File: src/rtl/serial_tx_scheduler.sv
// Round-robin scheduler sharing one serializer among NREQ requesters:
// grants one requester, latches its word, drives load/send for one frame, then acks.
module serial_tx_scheduler #(
  parameter int WIDTH = 12,
  parameter int NREQ  = 4,
  parameter int GAP   = 1
) (
  input  logic                      CLK,
  input  logic                      rst,
  input  logic [NREQ-1:0]           req,
  input  logic [NREQ*WIDTH-1:0]     req_data,
  output logic [NREQ-1:0]           ack,
  output logic [$clog2(NREQ)-1:0]   grant_id,
  output logic                      busy,
  output logic                      ser_load,
  output logic                      ser_send,
  output logic [WIDTH-1:0]          ser_data
);

  localparam int IW = $clog2(NREQ);
  localparam int CW = $clog2(WIDTH + 1);
  localparam int GW = $clog2(GAP + 1) + 1;

  localparam logic [1:0] ST_IDLE = 2'd0;
  localparam logic [1:0] ST_LOAD = 2'd1;
  localparam logic [1:0] ST_SEND = 2'd2;
  localparam logic [1:0] ST_GAP  = 2'd3;

  logic [1:0]    state_r;
  logic [CW-1:0] cnt_r;
  logic [GW-1:0] gcnt_r;
  logic [IW-1:0] rr_ptr_r;
  logic [IW-1:0] gnt_s;
  logic [IW-1:0] idx_s;

  // Round-robin pick: scan downward so the nearest set bit after rr_ptr_r wins.
  always_comb begin
    gnt_s = '0;
    idx_s = '0;
    for (int k = NREQ; k >= 1; k--) begin
      idx_s = IW'((int'(rr_ptr_r) + k) % NREQ);
      if (req[idx_s]) begin
        gnt_s = idx_s;
      end else begin
        gnt_s = gnt_s;
      end
    end
  end

  // Frame sequencer; every output is a register updated alongside the state.
  always_ff @(posedge CLK or posedge rst) begin
    if (rst) begin
      state_r  <= ST_IDLE;
      cnt_r    <= '0;
      gcnt_r   <= '0;
      rr_ptr_r <= IW'(NREQ - 1);
      ack      <= '0;
      grant_id <= '0;
      busy     <= 1'b0;
      ser_load <= 1'b0;
      ser_send <= 1'b0;
      ser_data <= '0;
    end else begin
      case (state_r)
        ST_IDLE: begin
          ack <= '0;
          if (req != '0) begin
            ser_data <= req_data[gnt_s*WIDTH +: WIDTH];
            grant_id <= gnt_s;
            rr_ptr_r <= gnt_s;
            ser_load <= 1'b1;
            busy     <= 1'b1;
            state_r  <= ST_LOAD;
          end else begin
            ser_load <= 1'b0;
            busy     <= 1'b0;
          end
        end
        ST_LOAD: begin
          ser_load <= 1'b0;
          ser_send <= 1'b1;
          cnt_r    <= '0;
          state_r  <= ST_SEND;
        end
        ST_SEND: begin
          if (cnt_r == CW'(WIDTH - 1)) begin
            ser_send <= 1'b0;
            ack      <= NREQ'(1) << grant_id;
            if (GAP == 0) begin
              busy    <= 1'b0;
              state_r <= ST_IDLE;
            end else begin
              gcnt_r  <= '0;
              state_r <= ST_GAP;
            end
          end else begin
            cnt_r <= cnt_r + CW'(1);
          end
        end
        ST_GAP: begin
          ack <= '0;
          if (gcnt_r == GW'(GAP - 1)) begin
            busy    <= 1'b0;
            state_r <= ST_IDLE;
          end else begin
            gcnt_r <= gcnt_r + GW'(1);
          end
        end
        default: begin
          state_r  <= ST_IDLE;
          ack      <= '0;
          busy     <= 1'b0;
          ser_load <= 1'b0;
          ser_send <= 1'b0;
        end
      endcase
    end
  end

endmodule

File: config.mk
export PLATFORM = sky130hd
export DESIGN_NAME = serial_tx_scheduler
export DESIGN_NICKNAME = d
export VERILOG_FILES = /design/src/rtl/serial_tx_scheduler.sv
export SDC_FILE = /design/constraint.sdc
export NUM_CORES = 1
export LEC_CHECK = 0
export CORE_MARGIN = 2
export CORE_UTILIZATION = 48
export CTS_BUF_LIST = sky130_fd_sc_hd__clkbuf_4 sky130_fd_sc_hd__clkbuf_8 sky130_fd_sc_hd__clkbuf_16
export CTS_CLUSTER_DIAMETER = 80
export CTS_CLUSTER_SIZE = 8
export DETAILED_ROUTE_END_ITERATION = 16
export PLACE_DENSITY_LB_ADDON = 0.25
export SLEW_MARGIN = 0
export SYNTH_ARGS = -nofsm -noshare
export SYNTH_HDL_FRONTEND = slang
export SYNTH_SLANG_ARGS = --single-unit
File: constraint.sdc
create_clock -name CLK -period 3.6 [get_ports CLK]
set_clock_uncertainty 0.1 [all_clocks]
set_input_delay 0.36 -clock CLK [delete_from_list [all_inputs] [get_ports CLK]]
set_output_delay 0.36 -clock CLK [all_outputs]
set_load 0.01 [all_outputs]
Run 1, routing congestion map:
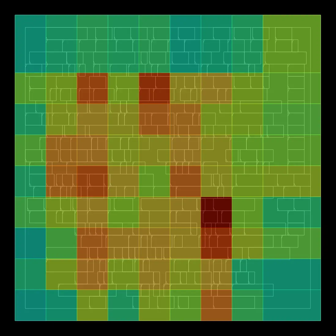
Global Route met2 Usage: 0.371
Routed WL per cell: 15.1 µm
met3 Usage GRT: 0.0674

Run 1, pin map:
(6 px per µm) Pins as bars across the die edge, other pins in gray.
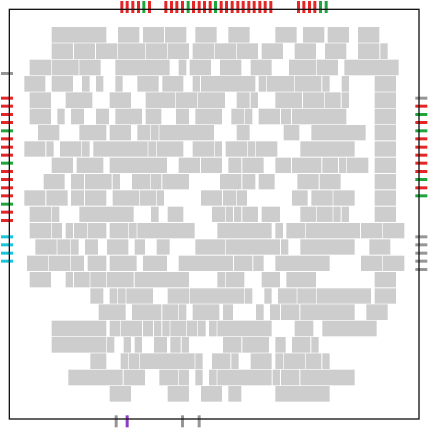
| color | port | pins | direction | edge |
|---|---|---|---|---|
| red | req_data | 48 | input | 27 north, 13 west, 8 east |
| cyan | req | 4 | input | west |
| green | ser_data | 12 | output | 5 north, 4 east, 3 west |
| purple | busy | 1 | output | south |
all pins by edge: 32 north, 21 west, 18 east, 4 south

==> out/results.ini, run 1 <==
[run_status]
run_status = finished, final reports clean

[timing]
setup-tns-final_ns = 0
layout_setup_ws_ns = 0.923
finalHoldWorstSlack_ns = 0.405
slew_headroom = 0.420
worstMarginPinSlew_ns = 0.869
unrepaired_setup_endpoints_after_global_routing = no
achievable-frequency_mhz = 374
layout_worst_path_cycle_share = 0.744

[critical_path]
timing_worst_setup_path_type = primary input to register
logic_depth_of_the_worst_path_buffers_included = 6
worst-path-max-fanout = 19
end_kind = register
setup.worst_path.end = ser_data[9]

[synthesis]
post_synth_seq_share = 0.395
avgSynthCellArea_um2 = 9.65
yosys_register_bits = 31
ys_chip_area_um2 = 1970

[layout]
syn_to_final_growth_pct = 43.4
fin_nets = 339
fraction_of_final_layout_cells_with_drive_strength_greater_than_1 = 0.132

[grt]
first_global_vias = 1714
grt_overflow = 0

[floorplan]
design.portCount = 75
num_rows = 23

[clocking]
cts-root-to-sink-buffers = 2
cts_buffers = 5
clkSinkCount = 31

[placed_design]
placed_cell_area_um2 = 2740

[power_and_ir_drop]
p_per_area_nw_per_um2 = 680

Run 1, layout detail:
Window x 22 to 47, y 8 to 33 µm. Cells in gray, sequential cells in the stronger gray; small squares are vias.
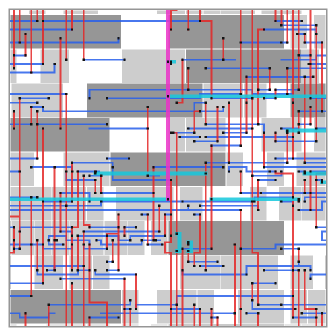
| color | layer |
|---|---|
| cyan | metal 3 |
| red | metal 2 |
| magenta | metal 4 |
| blue | metal 1 |
sequential cells in the window: 8
most frequent: inv_1 (7), dfrtp_1 (7), nand2_1 (5)
cells with their middle in the window: 48
netlist names of flops here include: gcnt_r (2), grant_id (2)

run 1: layer usage:
metal | track usage | part of all wire
met1 | 0.288 | 0.44
met2 | 0.371 | 0.49
met3 | 0.0674 | 0.060
met4 | 0.0800 | 0.011
met5 | 0 | 0
run 1: worst min-delay path by stage:
stage	start	end	slack [ns]	cells past startpoint
6_report	busy	busy	0.41	2
4_1_cts	busy	busy	0.41	2
2_1_floorplan	rst	ack[0]	0.36	1
5_1_grt	ser_send	ser_send	0.44	1
3_3_place_gp	busy	busy	0.39	2
3_5_place_dp	busy	busy	0.39	2
run 1: synthesized netlist by cell type, drive strengths merged, types with 2 or more instances:
| cell type | n | area [µm²] |
|---|---|---|
| o2bb2ai | 2 | 17.5 |
| ha | 6 | 75.1 |
| nand3 | 2 | 10.0 |
| dfstp | 2 | 52.6 |
| mux2i | 13 | 130 |
| a22o | 6 | 52.6 |
| nor2 | 23 | 86.3 |
| o21ai | 8 | 47.5 |
| nor2b | 5 | 33.8 |
| a211oi | 24 | 260 |
| dfrtp | 29 | 726 |
| a31oi | 12 | 75.1 |
| buf | 7 | 60.1 |
| inv | 25 | 93.8 |
| a21oi | 4 | 20.0 |
| and3 | 2 | 12.5 |
| nor3 | 3 | 20.0 |
| nand2 | 10 | 37.5 |
| clkbuf | 4 | 15.0 |
| o32ai | 2 | 17.5 |
run 1: registers in the layout, indices dropped and copies added, names as in the netlist:
register  count
rr_ptr_r      2
cnt_r         4
busy          1
ack           4
state_r       2
ser_load      1
grant_id      2
gcnt_r        2
ser_data     12
ser_send      1
run 1: stage by stage:
stage	utilization	total power, W	std cells
final	0.711	0.00192	330
after global routing	0.711	0.00206	330
after CTS	0.711	0.00192	330
after detailed placement	0.689	0.00164	322
after global placement	0.689	0.00162	322
after floorplan	-	0.00129	204
run 1: area by class of cell:
type,instances,area (µm²),area share
Multi-Input combinational cell,137,1020,0.362
Tap cell,50,62.6,0.0222
Sequential cell,31,778,0.276
Timing Repair Buffer,79,778,0.276
Clock buffer,6,76.3,0.0270
Inverter,25,93.8,0.0332
Clock inverter,2,12.5,0.00443
run 1: cells by family (layout without fill, tap and decap cells):
| family | after synthesis | after routing | synth area share |
|---|---|---|---|
| AOI/OAI and AO/OA | 67 | 67 | 0.288 |
| xor gates and xnor gates | 2 | 2 | 0.00890 |
| adders and majority gates | 6 | 6 | 0.0381 |
| buffers and inverters | 36 | 112 | 0.0858 |
| DFF | 31 | 31 | 0.395 |
| muxes | 14 | 14 | 0.0718 |
| and+or+nand+nor | 48 | 48 | 0.112 |
run 1: power breakdown:
group / switching, W / internal (W)
clock: 0.000138 / 0.000142
combinational: 0.000539 / 0.000497
sequential: 0.000106 / 0.000496
total: 0.000783 / 0.00114
run 1: worst register-to-register path, delay by kind of cell (launching register included):
family	cells	cell delay, ns
mux	1	0.28
buf+inv	1	0.38
compound gates	2	0.54
flops	1	0.57
simple gates	2	0.52
==> run 2, diff against run 1 <==
--- a/config.mk
+++ b/config.mk
@@ -6,7 +6,7 @@
 export NUM_CORES = 1
 export LEC_CHECK = 0
 export CORE_MARGIN = 2
-export CORE_UTILIZATION = 48
+export CORE_UTILIZATION = 40
 export CTS_BUF_LIST = sky130_fd_sc_hd__clkbuf_4 sky130_fd_sc_hd__clkbuf_8 sky130_fd_sc_hd__clkbuf_16
 export CTS_CLUSTER_DIAMETER = 80
 export CTS_CLUSTER_SIZE = 8
==> constraint.sdc (replaced) <==
create_clock -name CLK -period 2.33 [get_ports CLK]
set_clock_uncertainty 0.1 [all_clocks]
set_input_delay 0.233 -clock CLK [delete_from_list [all_inputs] [get_ports CLK]]
set_output_delay 0.233 -clock CLK [all_outputs]
set_load 0.01 [all_outputs]
==> run 2 against run 1 <==
Effect of this change:
- synthesized cell count unchanged
- count of clock-buffer cells in the layout is 2 higher
- sequential share of layout area is 1.1 points lower
- via count stayed put
- non-clock buffer count rose by 11
- area after synthesis stayed put
- die area is 19% higher
- worst hold slack lost 0.17 ns
- register-to-register slack worse by 0.71 ns
- largest cell class unchanged
- global-route usage shrank 3.6 points
==> out/results.ini, run 2 <==
[timing]
layout_worst_path_cycle_share = 0.836
unrepaired_setup_endpoints_after_global_routing = no
finalHoldWorstSlack_ns = 0.231  ; -0.174 ns
achievable-frequency_mhz = 513
worstMarginPinSlew_ns = 0.395  ; -0.474 ns
slew_headroom = 0.736  ; +0.317

[layout]
largest-register = ser_data
multiInputGateArea_um2 = 1020  ; unchanged
layoutNonFillerInstCount = 358  ; +8.5%
syn_to_final_growth_pct = 49.4
sequential_cell_area_um2 = 778  ; unchanged
largest_register_ffs = 12  ; unchanged
fin_nets = 350  ; +3.2%

[synthesis]
post_synth_seq_share = 0.395  ; unchanged
yosys_register_bits = 31  ; unchanged
ys_chip_area_um2 = 1970  ; unchanged
avgSynthCellArea_um2 = 9.65  ; unchanged
topCellsByArea = dfrtp_1, a211oi_2, mux2i_1
synthDominantAreaCellType = dfrtp_1
synth.cells.most_frequent = dfrtp_1, inv_1, nor2_1, a211oi_2, mux2i_1

[power_and_ir_drop]
p_per_area_nw_per_um2 = 1070  ; +57%

[run_status]
run_status = finished, final reports clean

[grt]
global_route.peak_usage_layer = met2
grt_overflow = 0  ; unchanged
groute.layer.met1.usage = 0.268  ; -0.0199
met3_usage = 0.0501  ; -0.0173
groute.layer.met2.usage = 0.300  ; -0.0718

[critical_path]
end_kind = register
timing_worst_setup_path_type = register to register
worst-path-max-fanout = 9  ; -10

[clocking]
clkSinkCount = 31  ; unchanged

[floorplan]
design.portCount = 75  ; unchanged
num_rows = 25  ; +8.7%

[detailed_routing]
post_drt_wl_per_cell_um = 14.3  ; -5.1%

-- run 2: cell counts after synthesis --
Identical to the previous run, type by type.
-- run 2: report_power, final --
group / internal [W] / total, W / switching (W)
combinational: 0.000856 / 0.00173 / 0.000875
sequential: 0.000767 / 0.000931 / 0.000164
clock: 0.000281 / 0.000484 / 0.000203
total: 0.00190 / 0.00314 / 0.00124
-- run 2: final timing paths --
kind | to | start | cells past startpoint | slack [ns]
worst max-delay path | ser_data[5] | state_r[0] | 7 | 0.38
worst min-delay path | ser_data[7] | rst | 3 | 0.23
worst max register to register | ser_data[5] | state_r[0] | 7 | 0.38
worst min register to register | ser_send | ser_send | 1 | 0.41
max in group asynchronous | rr_ptr_r[1] | rst | 3 | 1.58
min in group CLK | ser_send | ser_send | 1 | 0.41
-- run 2: final cells by class --
cell class / count / area share
multi-input cells: 137 / 0.347
repair buffers: 90 / 0.293
flip-flops and latches: 31 / 0.264
clock buffers: 8 / 0.0353
inverters: 25 / 0.0319
well taps: 67 / 0.0285
-- run 2: stage by stage --
step	util	total power [W]	setup WS, ns
final	0.623	0.00314	0.381
after floorplan	-	0.00199	0.457
after CTS	0.623	0.00316	0.377
after global placement	0.601	0.00264	0.223
after detailed placement	0.601	0.00267	0.245
after global routing	0.623	0.00338	0.235
-- run 2: layer usage --
metal  part of all wire  wire, µm
met3              0.060       306
met4             0.0066        34
met2               0.46      2370
met5                  0         0
met1               0.47      2400
-- run 2: kinds of logic (layout without fill, tap and decap cells) --
group	Yosys count	count (layout)	synth area share
flip-flops	31	31	0.395
XOR/XNOR	2	2	0.00890
buffers and inverters	36	123	0.0858
multiplexers	14	14	0.0718
adder cells (fa/ha/maj)	6	6	0.0381
AND/OR/NAND/NOR	48	48	0.112
AND-OR/OR-AND	67	67	0.288
-- run 2: worst min-delay path, stage by stage --
cell and delay, ns:
clkdlybuf4s50_1 0.39, inv_1 0.05, buf_4 0.36
Run 2, selected gate families:
(4 px per µm)
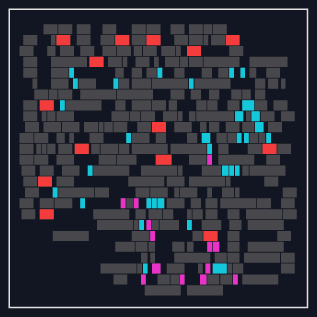
| color | family | cells | most used |
|---|---|---|---|
| magenta | nand cells | 13 | nand2_1 |
| red | mux cells | 14 | mux2i_1 |
| cyan | nor cells | 31 | nor2_1 |

Power figures rest on the tool's default switching activity, not on a simulated workload.
